[config.mk]
export PLATFORM = sky130hd
export DESIGN_NAME = io_predication_pipelined
export DESIGN_NICKNAME = d
export VERILOG_FILES = /design/src/rtl/io_predication_pipelined.sv
export SDC_FILE = /design/constraint.sdc
export NUM_CORES = 1
export LEC_CHECK = 0
export CAP_MARGIN = 40
export CORE_MARGIN = 2
export CORE_UTILIZATION = 25
export DETAILED_ROUTE_END_ITERATION = 8
export PLACE_DENSITY = 0.87
export SLEW_MARGIN = 25
export SYNTH_ARGS = -nofsm -noshare
export SYNTH_HDL_FRONTEND = slang
export SYNTH_SLANG_ARGS = --single-unit
[constraint.sdc]
create_clock -name clock -period 1.9 [get_ports clock]
set_input_delay 0.285 -clock clock [delete_from_list [all_inputs] [get_ports clock]]
set_output_delay 0.285 -clock clock [all_outputs]
set_load 0.01 [all_outputs]
[src/rtl/io_predication_pipelined.sv]
// I/O predication: decodes per-memory accesses that hit the I/O port window, registers readiness
// and one-hot read enables, and gates reads with cancel. Optional stall counter: IO_PREDICATION_STALL_COUNT_EN.
module io_predication_pipelined #(
    parameter int MEM_COUNT        = 2,
    parameter int READ_ADDR_WIDTH  = 10,
    parameter int WRITE_ADDR_WIDTH = 12,
    parameter int MEM_ADDR_WIDTH   = 10,
    parameter logic [MEM_COUNT*READ_ADDR_WIDTH-1:0]  MEM_READ_BASE_ADDRS   = '0,
    parameter logic [MEM_COUNT*READ_ADDR_WIDTH-1:0]  MEM_READ_BOUND_ADDRS  = '0,
    parameter logic [MEM_COUNT*WRITE_ADDR_WIDTH-1:0] MEM_WRITE_BASE_ADDRS  = '0,
    parameter logic [MEM_COUNT*WRITE_ADDR_WIDTH-1:0] MEM_WRITE_BOUND_ADDRS = '0,
    parameter int PORT_COUNT       = 8,
    parameter int PORT_BASE_ADDR   = 1016,
    parameter int PORT_ADDR_WIDTH  = 3,
    parameter int STALL_CNT_WIDTH  = 8,
    parameter int STALL_LIMIT      = 255
) (
    input  logic                                  clock,
    input  logic                                  reset,
    input  logic                                  cancel,
    input  logic [MEM_COUNT*READ_ADDR_WIDTH-1:0]  read_addr,
    input  logic [MEM_COUNT*WRITE_ADDR_WIDTH-1:0] write_addr,
    input  logic [MEM_COUNT*PORT_COUNT-1:0]       read_EF,
    input  logic [MEM_COUNT*PORT_COUNT-1:0]       write_EF,
    output logic [MEM_COUNT*PORT_COUNT-1:0]       io_rden,
    output logic [MEM_COUNT-1:0]                  read_addr_is_IO,
    output logic [MEM_COUNT-1:0]                  write_addr_is_IO,
    output logic                                  IO_ready,
    output logic [STALL_CNT_WIDTH-1:0]            stall_count,
    output logic                                  io_timeout
);

    localparam logic [MEM_ADDR_WIDTH:0] PORT_LO = (MEM_ADDR_WIDTH+1)'(PORT_BASE_ADDR);
    localparam logic [MEM_ADDR_WIDTH:0] PORT_HI = (MEM_ADDR_WIDTH+1)'(PORT_BASE_ADDR + PORT_COUNT - 1);

    function automatic logic rd_in_window(input logic [READ_ADDR_WIDTH-1:0] addr,
                                          input logic [READ_ADDR_WIDTH-1:0] lo,
                                          input logic [READ_ADDR_WIDTH-1:0] hi);
        return (addr >= lo) && (addr <= hi);
    endfunction

    function automatic logic wr_in_window(input logic [WRITE_ADDR_WIDTH-1:0] addr,
                                          input logic [WRITE_ADDR_WIDTH-1:0] lo,
                                          input logic [WRITE_ADDR_WIDTH-1:0] hi);
        return (addr >= lo) && (addr <= hi);
    endfunction

    function automatic logic is_port(input logic [MEM_ADDR_WIDTH-1:0] loc);
        logic [MEM_ADDR_WIDTH:0] ext;
        ext = {1'b0, loc};
        return (ext >= PORT_LO) && (ext <= PORT_HI);
    endfunction

    if (STALL_LIMIT >= (2 ** STALL_CNT_WIDTH)) begin : g_bad_stall_limit
        $error("STALL_LIMIT does not fit in STALL_CNT_WIDTH bits");
    end

    logic [MEM_COUNT-1:0]            rd_io_s, wr_io_s, rd_ok_s, wr_ok_s;
    logic [MEM_COUNT*PORT_COUNT-1:0] rden_raw_s;
    logic [MEM_COUNT-1:0]            rd_io_r, wr_io_r;
    logic [MEM_COUNT*PORT_COUNT-1:0] rden_raw_r;
    logic                            io_ready_r;

    for (genvar m = 0; m < MEM_COUNT; m++) begin : g_mem
        logic [READ_ADDR_WIDTH-1:0]  rd_a_s;
        logic [WRITE_ADDR_WIDTH-1:0] wr_a_s;
        logic [MEM_ADDR_WIDTH-1:0]   rd_loc_s, wr_loc_s;
        logic [PORT_ADDR_WIDTH-1:0]  rd_idx_s, wr_idx_s;
        logic [PORT_COUNT-1:0]       rd_oh_s, wr_oh_s;

        assign rd_a_s   = read_addr[m*READ_ADDR_WIDTH +: READ_ADDR_WIDTH];
        assign wr_a_s   = write_addr[m*WRITE_ADDR_WIDTH +: WRITE_ADDR_WIDTH];
        assign rd_loc_s = rd_a_s[MEM_ADDR_WIDTH-1:0];
        assign wr_loc_s = wr_a_s[MEM_ADDR_WIDTH-1:0];
        assign rd_idx_s = PORT_ADDR_WIDTH'(rd_loc_s - MEM_ADDR_WIDTH'(PORT_BASE_ADDR));
        assign wr_idx_s = PORT_ADDR_WIDTH'(wr_loc_s - MEM_ADDR_WIDTH'(PORT_BASE_ADDR));

        assign rd_io_s[m] = rd_in_window(rd_a_s,
                                         MEM_READ_BASE_ADDRS[m*READ_ADDR_WIDTH +: READ_ADDR_WIDTH],
                                         MEM_READ_BOUND_ADDRS[m*READ_ADDR_WIDTH +: READ_ADDR_WIDTH])
                            && is_port(rd_loc_s);
        assign wr_io_s[m] = wr_in_window(wr_a_s,
                                         MEM_WRITE_BASE_ADDRS[m*WRITE_ADDR_WIDTH +: WRITE_ADDR_WIDTH],
                                         MEM_WRITE_BOUND_ADDRS[m*WRITE_ADDR_WIDTH +: WRITE_ADDR_WIDTH])
                            && is_port(wr_loc_s);

        // one-hot port select, empty for non-I/O accesses
        always_comb begin
            rd_oh_s = '0;
            wr_oh_s = '0;
            for (int p = 0; p < PORT_COUNT; p++) begin
                rd_oh_s[p] = rd_io_s[m] && (rd_idx_s == PORT_ADDR_WIDTH'(p));
                wr_oh_s[p] = wr_io_s[m] && (wr_idx_s == PORT_ADDR_WIDTH'(p));
            end
        end

        // a non-I/O access never blocks, an I/O access needs its port's EF
        assign rd_ok_s[m] = ~rd_io_s[m] | (|(rd_oh_s & read_EF[m*PORT_COUNT +: PORT_COUNT]));
        assign wr_ok_s[m] = ~wr_io_s[m] | (|(wr_oh_s & write_EF[m*PORT_COUNT +: PORT_COUNT]));
        assign rden_raw_s[m*PORT_COUNT +: PORT_COUNT] = rd_oh_s;
    end

    // decode pipeline register
    always_ff @(posedge clock or posedge reset) begin
        if (reset) begin
            rd_io_r    <= '0;
            wr_io_r    <= '0;
            io_ready_r <= 1'b1;
            rden_raw_r <= '0;
        end else begin
            rd_io_r    <= rd_io_s;
            wr_io_r    <= wr_io_s;
            io_ready_r <= &{rd_ok_s, wr_ok_s};
            rden_raw_r <= rden_raw_s;
        end
    end

    assign read_addr_is_IO  = rd_io_r;
    assign write_addr_is_IO = wr_io_r;
    assign IO_ready         = io_ready_r;
    // cancel arrives in the output cycle, so the gate stays combinational
    assign io_rden = rden_raw_r & {(MEM_COUNT*PORT_COUNT){~(cancel | ~io_ready_r)}};

`ifdef IO_PREDICATION_STALL_COUNT_EN
    localparam logic [STALL_CNT_WIDTH-1:0] STALL_LIMIT_C = STALL_CNT_WIDTH'(STALL_LIMIT);

    logic [STALL_CNT_WIDTH-1:0] stall_cnt_r, stall_cnt_next_s;
    logic                       timeout_r;

    // saturating stall count; a cancelled stall cycle holds the count
    always_comb begin
        stall_cnt_next_s = stall_cnt_r;
        if (io_ready_r) begin
            stall_cnt_next_s = '0;
        end else if (!cancel && (stall_cnt_r != STALL_LIMIT_C)) begin
            stall_cnt_next_s = stall_cnt_r + STALL_CNT_WIDTH'(1);
        end else begin
            stall_cnt_next_s = stall_cnt_r;
        end
    end

    // stall counter and timeout flag registers
    always_ff @(posedge clock or posedge reset) begin
        if (reset) begin
            stall_cnt_r <= '0;
            timeout_r   <= 1'b0;
        end else begin
            stall_cnt_r <= stall_cnt_next_s;
            timeout_r   <= (stall_cnt_next_s == STALL_LIMIT_C);
        end
    end

    assign stall_count = stall_cnt_r;
    assign io_timeout  = timeout_r;
`else
    assign stall_count = '0;
    assign io_timeout  = 1'b0;
`endif

endmodule
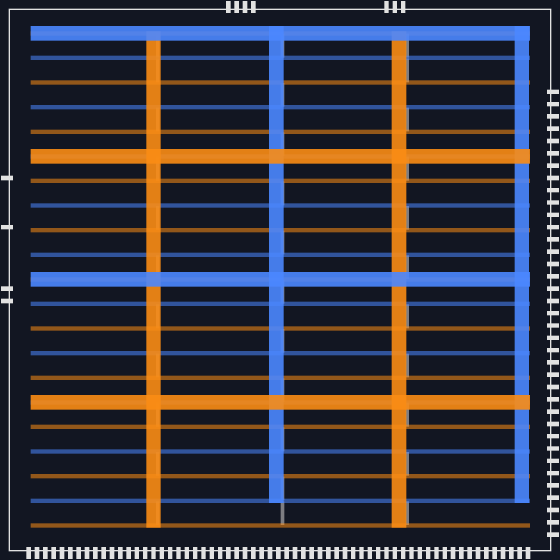
**Above:** run 1 (supply network).
Pins as bars on the die edge. Tap cells in gray.
VSS: drawn in orange. VDD: drawn in blue.
4 straps on met5. 21 met1 rails follow the rows. The core has 20 rows. 33 tap cells. 4 straps on met4.

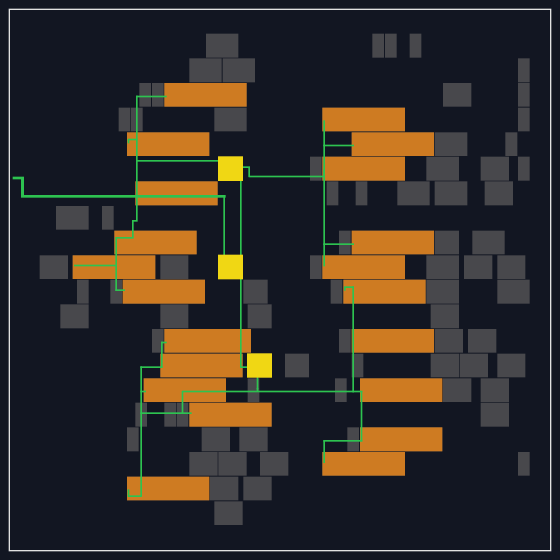
**Above:** run 1 (clock wires, drivers and flops).
flip-flops: drawn in orange, count 21. clock wires: drawn in green, length 212 um. clock drivers: drawn in yellow, count 3.
There are 4 routed clock nets.
Power Clock: 0.198 mW
clock power share: 26.0%

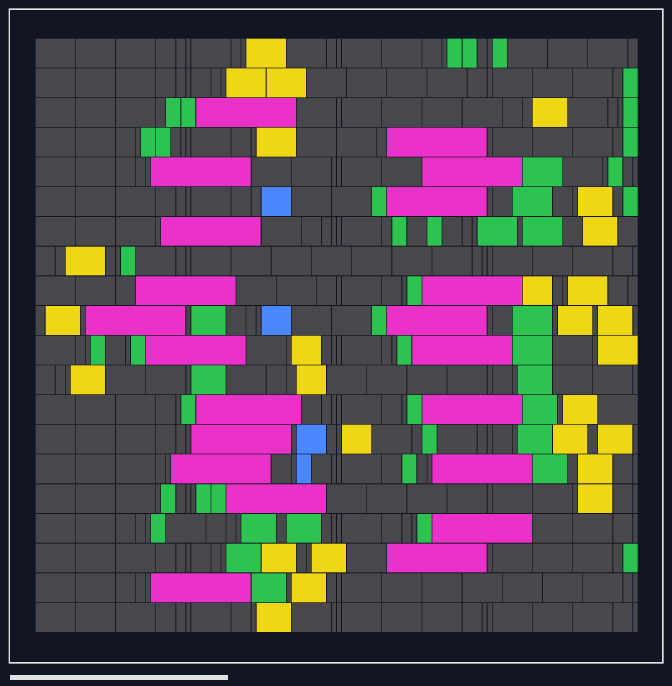
**Above:** run 1 (cells colored by class).
Scale bar: 20 um. Fill, decap, tap and diode cells in gray.
clock drivers and dummy loads: drawn in blue, cells 4, share of their area 2.5%. combinational and other logic: drawn in green, cells 47, share of their area 25%. sequential cells: drawn in magenta, cells 21, share of their area 50%. remaining buffers and delay cells: drawn in yellow, cells 27, share of their area 23%.

==> run 1: report_power, final <==
part | internal [mW] | leakage [nW] | switching, mW | total (mW)
Combinational | 0.0411 | 0.379 | 0.0473 | 0.0884
Clock | 0.0815 | 0.0150 | 0.116 | 0.198
Sequential | 0.470 | 0.244 | 0.00529 | 0.475
Total | 0.592 | 0.638 | 0.169 | 0.761
==> run 1: worst max-delay path, stage by stage (launching register included) <==
cell	delay, ps
dfstp_2	540
buf_4	140
clkdlybuf4s50_1	540
==> run 1: final timing paths <==
kind	endpoint	slack (ps)	depth (start not counted)
worst max-delay path	IO_ready	120	2
worst min-delay path	read_addr_is_IO[1]	280	2
max in group asynchronous	rden_raw_r[15]	1140	3
min in group clock	io_rden[6]	1300	2
==> metrics.csv, run 1 <==
stage;metric;value;unit
status;status;finished, final reports clean;
cts;clock-pin slew on the worst setup and hold paths;100;ps
synthesis;MUX area fraction;0;%
hold_path;Hold Path Class;in -> async;
layout;max FFs per register;16;
detailed_routing;DRT Wirelength;1.16;mm
synthesis;cell taking the most area after synthesis;dfrtp_1;
placement;placed insts;126;
layout;Top class by area;sequential cells;
grt;M2 GR Usage;13.5;%
pwr;PD cells;693;mW/mm2
timing;WHS;277;ps
detailed_routing;Met2 Routed Length;654;um
layout;Post-Route Utilization;36.6;%
layout;number of logic gates;46;
layout;Signal buffers;27;
placement;Port Buf Inserts;23;
cts;CTS tree;done;
synthesis;Synth warnings;0;
cts;CTS buffer count;3;
grt;M1 GR Usage;8.10;%
synthesis;Post-Syn Instances;51;
setup_path;Max FO, Critical Path;8;
synthesis;Post-synth top cells;20 x dfrtp_1, 10 x and3b_1, 9 x buf_4;
detailed_routing;Detail Route met3 WL;95;um
synthesis;simple share;19.0;%
synthesis;sequential share of the synthesized area;67.9;%
cts;TritonCTS sink count;21;
timing;Tmin final;1780;ps
synthesis;Post-synth EDFFs;0;
detailed_routing;vias per inst;3.37;
layout;seq_cells;21;
layout;Reg area;527;um2
pwr;leakage;0.638;nW
grt;GRT busiest layer;met2;
synthesis;Main synth FF type;dfrtp_1;
layout;Non-clk invs;1;
synthesis;Chip Area, Yosys;776;um2
synthesis;most common cell in the synthesized netlist;dfrtp_1;
layout;Comb gate area;260;um2
layout;logic share of the area;23.7;%
timing;Final Hold Fails;0;
detailed_routing;via count;445;
detailed_routing;drt first pass iters;2;
setup_path;Critical Path Start;IO_ready;
synthesis;yosys cell count;51;
timing;crit share post-route;93.9;%
synthesis;yosys aoi share;0;%
synthesis;Top area cell types;dfrtp_1 65%, and3b_1 11%, buf_4 8.7%;
detailed_routing;met1 wire length;411;um
timing;Setup Viol. Count Final;0;
layout;most frequent logic cell in the layout;conb_1;
pwr;total power;0.761;mW
setup_path;CP Class;reg -> out;
detailed_routing;max layer used;met3;
die;row count;20;
cts;Post CTS Setup Buffer Count;2;
die;initial core utilization;25.8;%
layout;Synth-to-Final Area Change;41.6;%
layout;layout cells sized above 1;14.1;%
job;tool warnings;102;
die;core area;0.00300;mm2
setup_path;worst path arrival time;1500;ps
layout;Non-Clock Buffer Area Fraction;21.9;%
layout;Top reg by flops;rden_raw_r;
timing;fin. max-slew vios;0;
synthesis;Max-area cell share;64.5;%
setup_path;worst endpoint required time;1620;ps
layout;fin area;0.00110;mm2
detailed_routing;antenna viol nets, final;0;
placement;GPL Wtd Cong;0.634;
synthesis;XOR-XNOR Cells, Area Fraction;0;%
die;# Taps;33;
setup_path;startpoint types;flip-flop;
synthesis;library cells used by synthesis;8;
grt;first-pass GRT wire length;1.89;mm
grt;vias in the first global route;428;
job;Max Cap Violations;0;
timing;RSZ-0062 raised after global routing;false;
==> inputs of run 2 (changes only) <==
ABC_AREA = 1   (was unset)
CORE_UTILIZATION = 26   (was 25)
PLACE_DENSITY = 0.9   (was 0.87)
==> run 2 against run 1 <==
The run now ends with DRC left. Wire length unchanged. Synthesized cell count up 33%. Non-clock buffer count stayed put. Design area grew 2.8%. Setup slack lost 1.1 ps. Clock power increased by 3%. Sequential share of layout area shrank 1.3 points. Sequential power about the same. Critical path type unchanged. Critical endpoint is now io_rden[6]. Largest cell class unchanged.
==> metrics.csv, run 2 <==
stage;metric;value;unit
status;status;complete, but fails checks;
status;violations in the final reports;DRC;
grt;first-pass GRT wire length;2.05;mm
synthesis;Post-synth top cells;20 x dfrtp_1, 18 x inv_1, 9 x buf_4, 9 x nor2_2, 6 x nor2_1;
die;# Taps;31;
pwr;Cell Int Power;0.591;mW
layout;Synth-to-Final Area Change;44.5;%
cts;TritonCTS sink count;21;
pwr;Comb group;0.0959;mW
synthesis;MUX area fraction;0;%
timing;RSZ-0062 raised after global routing;false;
setup_path;CP Buf/Inv Count;2;
layout;Non-Clock Buffer Area Fraction;21.9;%
layout;Top class by area;sequential cells;
detailed_routing;drt first pass iters;6;
grt;vias in the first global route;512;
detailed_routing;WL/cell;7.84;um
detailed_routing;1st-iter DRT viols;10;
layout;most frequent logic cell in the layout;conb_1;
timing;Setup Viol. Count Final;0;
detailed_routing;vias per inst;3.34;
setup_path;Critical Path Start;IO_ready;
synthesis;Synth warnings;0;
detailed_routing;Met2 Routed Length;673;um
synthesis;XOR-XNOR Cells, Area Fraction;0;%
layout;max FFs per register;16;
synthesis;library cells used by synthesis;10;
pwr;Top pwr grp;registers;
detailed_routing;max layer used;met4;
placement;DPL Wire Length;885;um
synthesis;Chip Area, Yosys;782;um2
layout;clock buffers;4;
synthesis;Post-Syn Instances;68;
detailed_routing;DRC Markers;3;
layout;most instantiated logic cells after routing;30 x conb_1, 20 x dfrtp_1, 18 x inv_1, 14 x dlygate4sd2_1, 9 x nor2_2;
cts;CTS buffer count;3;
synthesis;Max-area cell share;64.0;%
setup_path;CP Capture Point;io_rden[6];
pwr;leakage;0.679;nW
synthesis;Post-synth EDFFs;0;
timing;final setup margin;115;ps
setup_path;CP delay by family, top;flip-flops;
layout;Non-clk invs;18;
synthesis;Top area cell types;dfrtp_1 64%, buf_4 8.6%, inv_1 8.6%;
pwr;PD cells;687;mW/mm2
die;die height;58.8;um
grt;M1 GR Usage;7.45;%
hold_path;Hold Path Class;in -> async;
layout;number of logic gates;47;
synthesis;Main synth FF type;dfrtp_1;
timing;Final Hold Fails;0;
pwr;Seq pwr share;61.5;%
detailed_routing;via count;494;
synthesis;simple share;13.0;%
cts;clock-pin slew on the worst setup and hold paths;110;ps
detailed_routing;DRT Wirelength;1.16;mm
job;Max Cap Violations;0;
placement;dpl ws;-23.6;ps
die;row count;19;
die;initial core utilization;27.9;%
placement;Port Buf Inserts;23;
pwr;switching part of the total power;23.8;%
job;tool warnings;102;
grt;M2 GR Usage;15.1;%
layout;ClkCell Share;2.33;%
placement;GPL Wtd Cong;0.563;
die;I/O pins;109;
synthesis;sequential share of the synthesized area;67.4;%
cts;Post CTS Setup Buffer Count;3;
placement;placed insts;141;
setup_path;cell chain of the critical path;nand2_8, buf_4, nor2_2, dlygate4sd2_1;
pwr;Max VDD drop;0.389;mV
synthesis;fraction of registers with async set/reset;100;%
setup_path;CP Class;reg -> out;
cts;Hold Buf Count CTS;0;
detailed_routing;Detail Route met3 WL;91;um
setup_path;startpoint types;flip-flop;
synthesis;yosys cell count;68;
layout;Comb gate area;223;um2
setup_path;worst endpoint required time;1620;ps
layout;Signal buffers;27;
pwr;seq pwr;0.477;mW
pwr;Sw Pwr;0.185;mW
timing;Tmin final;1780;ps
synthesis;Adder Area Share;0;%
layout;layout cells sized above 1;16.2;%
setup_path;Max FO, Critical Path;7;
layout;logic share of the area;19.7;%
timing;crit share post-route;93.9;%
layout;post-route non-filler standard cell count;148;
timing;fin. max-slew vios;0;
setup_path;CP max-delay cell;dfstp_2;
pwr;logic gate share of total power;12.4;%
cts;H-tree depth;1;
setup_path;worst path arrival time;1500;ps
synthesis;most common cell in the synthesized netlist;dfrtp_1;
layout;Reg area;527;um2
synthesis;cell taking the most area after synthesis;dfrtp_1;
layout;seq_cells;21;
detailed_routing;met1 wire length;382;um
cts;CTS tree;done;
setup_path;max incr delay on CP;600;ps
synthesis;yosys aoi share;0;%
detailed_routing;antenna viol nets, final;0;
grt;GRT busiest layer;met2;
setup_path;Critical Path Stages;4;
layout;Top reg by flops;rden_raw_r;
die;Die ar.;0.00346;mm2
die;core area;0.00281;mm2
[run 2: netlist changes by cell type after synthesis, moves of 6 or more]
| cell | before | now |
|---|---|---|
| and3b_2 | 6 | 0 |
| and3b_1 | 10 | 0 |
| inv_1 | 1 | 18 |
| nor2_1 | 0 | 6 |
| nor2_2 | 0 | 9 |
[run 2: through the flow]
step           hold slack [ps]  area [um2]  setup TNS, ps  utilization, %  power, mW
2_1_floorplan              261         887              0               -      0.552
6_report                   269        1130              0            40.3      0.776
3_5_place_dp               611        1080          -35.8            38.7      0.585
4_1_cts                    268        1120              0            40.1      0.795
5_1_grt                    305        1130              0            40.3      0.826
3_3_place_gp               600        1080          -6.97            38.7      0.582
[run 2: cells by family after synthesis]
logic type | count (synthesis)
flip-flops | 21
AND/OR/NAND/NOR | 17
other | 2
buffers and inverters | 28
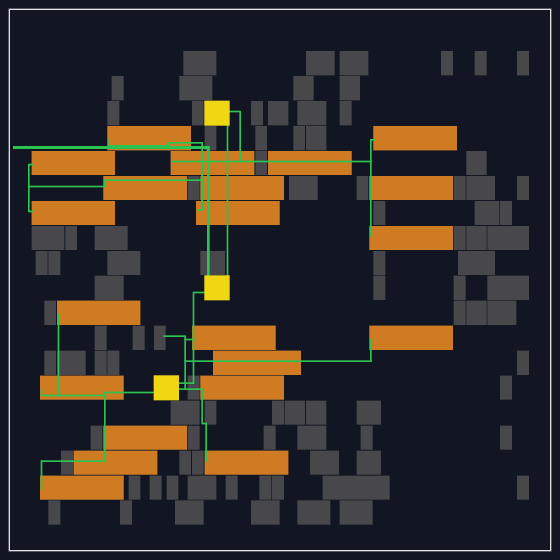
**Above:** run 2 (clock wires, drivers and flops).
clock drivers: drawn in yellow, count 3. clock wires: drawn in green, length 241 um. flip-flops: drawn in orange, count 21.
There are 4 routed clock nets.
Power Clock: 0.203 mW
clock power share: 26.2%

==> inputs of run 3 (changes only) <==
SLEW_MARGIN = unset   (was 25)
==> run 3 against run 2 <==
The run still ends with DRC left. Via count stayed put. Core utilization stayed put. Fmax stayed put. Largest cell class unchanged. Combinational power hardly changed. Non-clock buffer count stayed put. Global-route usage stayed put.
==> metrics.csv, run 3 <==
stage;metric;value;unit
status;status;complete, but fails checks;
status;violations in the final reports;DRC;
placement;Port Buf Inserts;23;
die;initial core utilization;27.9;%
layout;most instantiated logic cells after routing;30 x conb_1, 20 x dfrtp_1, 18 x inv_1, 14 x dlygate4sd2_1, 9 x nor2_2;
synthesis;Chip Area, Yosys;782;um2
die;I/O pins;109;
layout;fill count;299;
pwr;PD cells;687;mW/mm2
setup_path;startpoint types;flip-flop;
placement;GPL Wtd Cong;0.563;
pwr;seq pwr;0.477;mW
detailed_routing;via count;494;
layout;Top reg by flops;rden_raw_r;
pwr;logic gate share of total power;12.4;%
synthesis;fraction of registers with async set/reset;100;%
detailed_routing;1st-iter DRT viols;10;
synthesis;yosys cell count;68;
synthesis;synthesized area per cell;11.5;um2
setup_path;CP delay by family, top;flip-flops;
hold_path;Hold Path Class;in -> async;
layout;most frequent logic cell in the layout;conb_1;
setup_path;cell chain of the critical path;nand2_8, buf_4, nor2_2, dlygate4sd2_1;
synthesis;sequential share of the synthesized area;67.4;%
layout;fin area;0.00113;mm2
pwr;clock power share;26.2;%
synthesis;Main synth FF type;dfrtp_1;
synthesis;Top area cell types;dfrtp_1 64%, buf_4 8.6%, inv_1 8.6%;
pwr;Cell Int Power;0.591;mW
timing;crit share post-route;93.9;%
synthesis;most common cell in the synthesized netlist;dfrtp_1;
layout;Post-Route Utilization;40.3;%
setup_path;Max FO, Critical Path;7;
die;row count;19;
detailed_routing;WL/cell;7.84;um
layout;Synth-to-Final Area Change;44.5;%
cts;Post CTS Setup Buffer Count;3;
cts;TritonCTS sink count;21;
synthesis;Syn Std Cell Area;782;um2
cts;clock-pin slew on the worst setup and hold paths;110;ps
detailed_routing;vias per inst;3.34;
synthesis;MUX area fraction;0;%
synthesis;Adder Area Share;0;%
synthesis;cell taking the most area after synthesis;dfrtp_1;
layout;post-route non-filler standard cell count;148;
pwr;Seq pwr share;61.5;%
setup_path;CP Buf/Inv Count;2;
cts;H-tree depth;1;
pwr;switching part of the total power;23.8;%
synthesis;simple share;13.0;%
timing;final setup margin;115;ps
timing;Tmin final;1780;ps
detailed_routing;antenna viol nets, final;0;
timing;fin. max-slew vios;0;
synthesis;library cells used by synthesis;10;
job;Max Cap Violations;0;
timing;Setup Viol. Count Final;0;
pwr;total power;0.776;mW
layout;layout cells sized above 1;16.2;%
cts;CTS buffer count;3;
pwr;Power Clock;0.203;mW
placement;dpl ws;-23.6;ps
die;die height;58.8;um
timing;WHS;269;ps
timing;RSZ-0062 raised after global routing;false;
synthesis;Post-Syn Instances;68;
grt;largest net degree at the start of global routing;13;
die;core area;0.00281;mm2
synthesis;Post-synth top cells;20 x dfrtp_1, 18 x inv_1, 9 x buf_4, 9 x nor2_2, 6 x nor2_1;
detailed_routing;drt first pass iters;6;
synthesis;Post-synth EDFFs;0;
pwr;Max VDD drop;0.389;mV
setup_path;worst path arrival time;1500;ps
job;tool warnings;102;
pwr;Comb group;0.0959;mW
timing;Setup TNS Final;0;ps
detailed_routing;DRT Wirelength;1.16;mm
setup_path;CP Capture Point;io_rden[6];
synthesis;Synth warnings;0;
synthesis;yosys aoi share;0;%
pwr;Top pwr grp;registers;
setup_path;CP max-delay cell;dfstp_2;
grt;vias in the first global route;512;
placement;placed cell area;0.00108;mm2
placement;DPL Wire Length;885;um
setup_path;CP Class;reg -> out;
setup_path;Critical Path Start;IO_ready;
cts;Hold Buf Count CTS;0;
cts;root buffer cell;clkbuf_4;
pwr;Sw Pwr;0.185;mW
pwr;leakage;0.679;nW
layout;max FFs per register;16;
timing;Final Hold Fails;0;
synthesis;Max-area cell share;64.0;%
cts;CTS-repair resized insts;15;
setup_path;max incr delay on CP;600;ps
synthesis;XOR-XNOR Cells, Area Fraction;0;%
cts;CTS tree;done;
setup_path;worst endpoint required time;1620;ps
setup_path;Critical Path Stages;4;
detailed_routing;DRC Markers;3;
placement;placed insts;141;
die;Die ar.;0.00346;mm2
grt;first-pass GRT wire length;2.05;mm
run 3: final cells by class:
| type | count | area, um2 | area share (%) |
|---|---|---|---|
| clock buffers | 4 | 26.3 | 2.33 |
| inverters | 18 | 67.6 | 5.98 |
| multi-input cells | 47 | 223 | 19.7 |
| flip-flops and latches | 21 | 527 | 46.6 |
| well taps | 31 | 38.8 | 3.43 |
| repair buffers | 27 | 248 | 21.9 |
run 3: cell families after synthesis:
family        count (synthesis)
buf+inv                      28
flops                        21
other cells                   2
simple gates                 17
run 3: layer usage:
metal | track usage, % | wire length (um)
met3 | 3.30 | 91
met4 | 5.84 | 14
met1 | 7.45 | 382
met5 | 0 | 0
met2 | 15.1 | 673
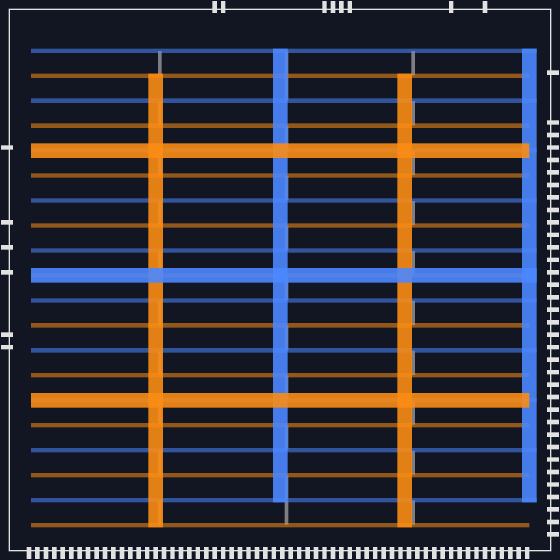
**Above:** run 3 (supply network).
Pins as bars on the die edge. Tap cells in gray.
VSS: drawn in orange. VDD: drawn in blue.
20 met1 rails follow the rows. 4 straps on met4. 31 tap cells. The core has 19 rows.

Power is estimated from default activity; no workload was simulated.
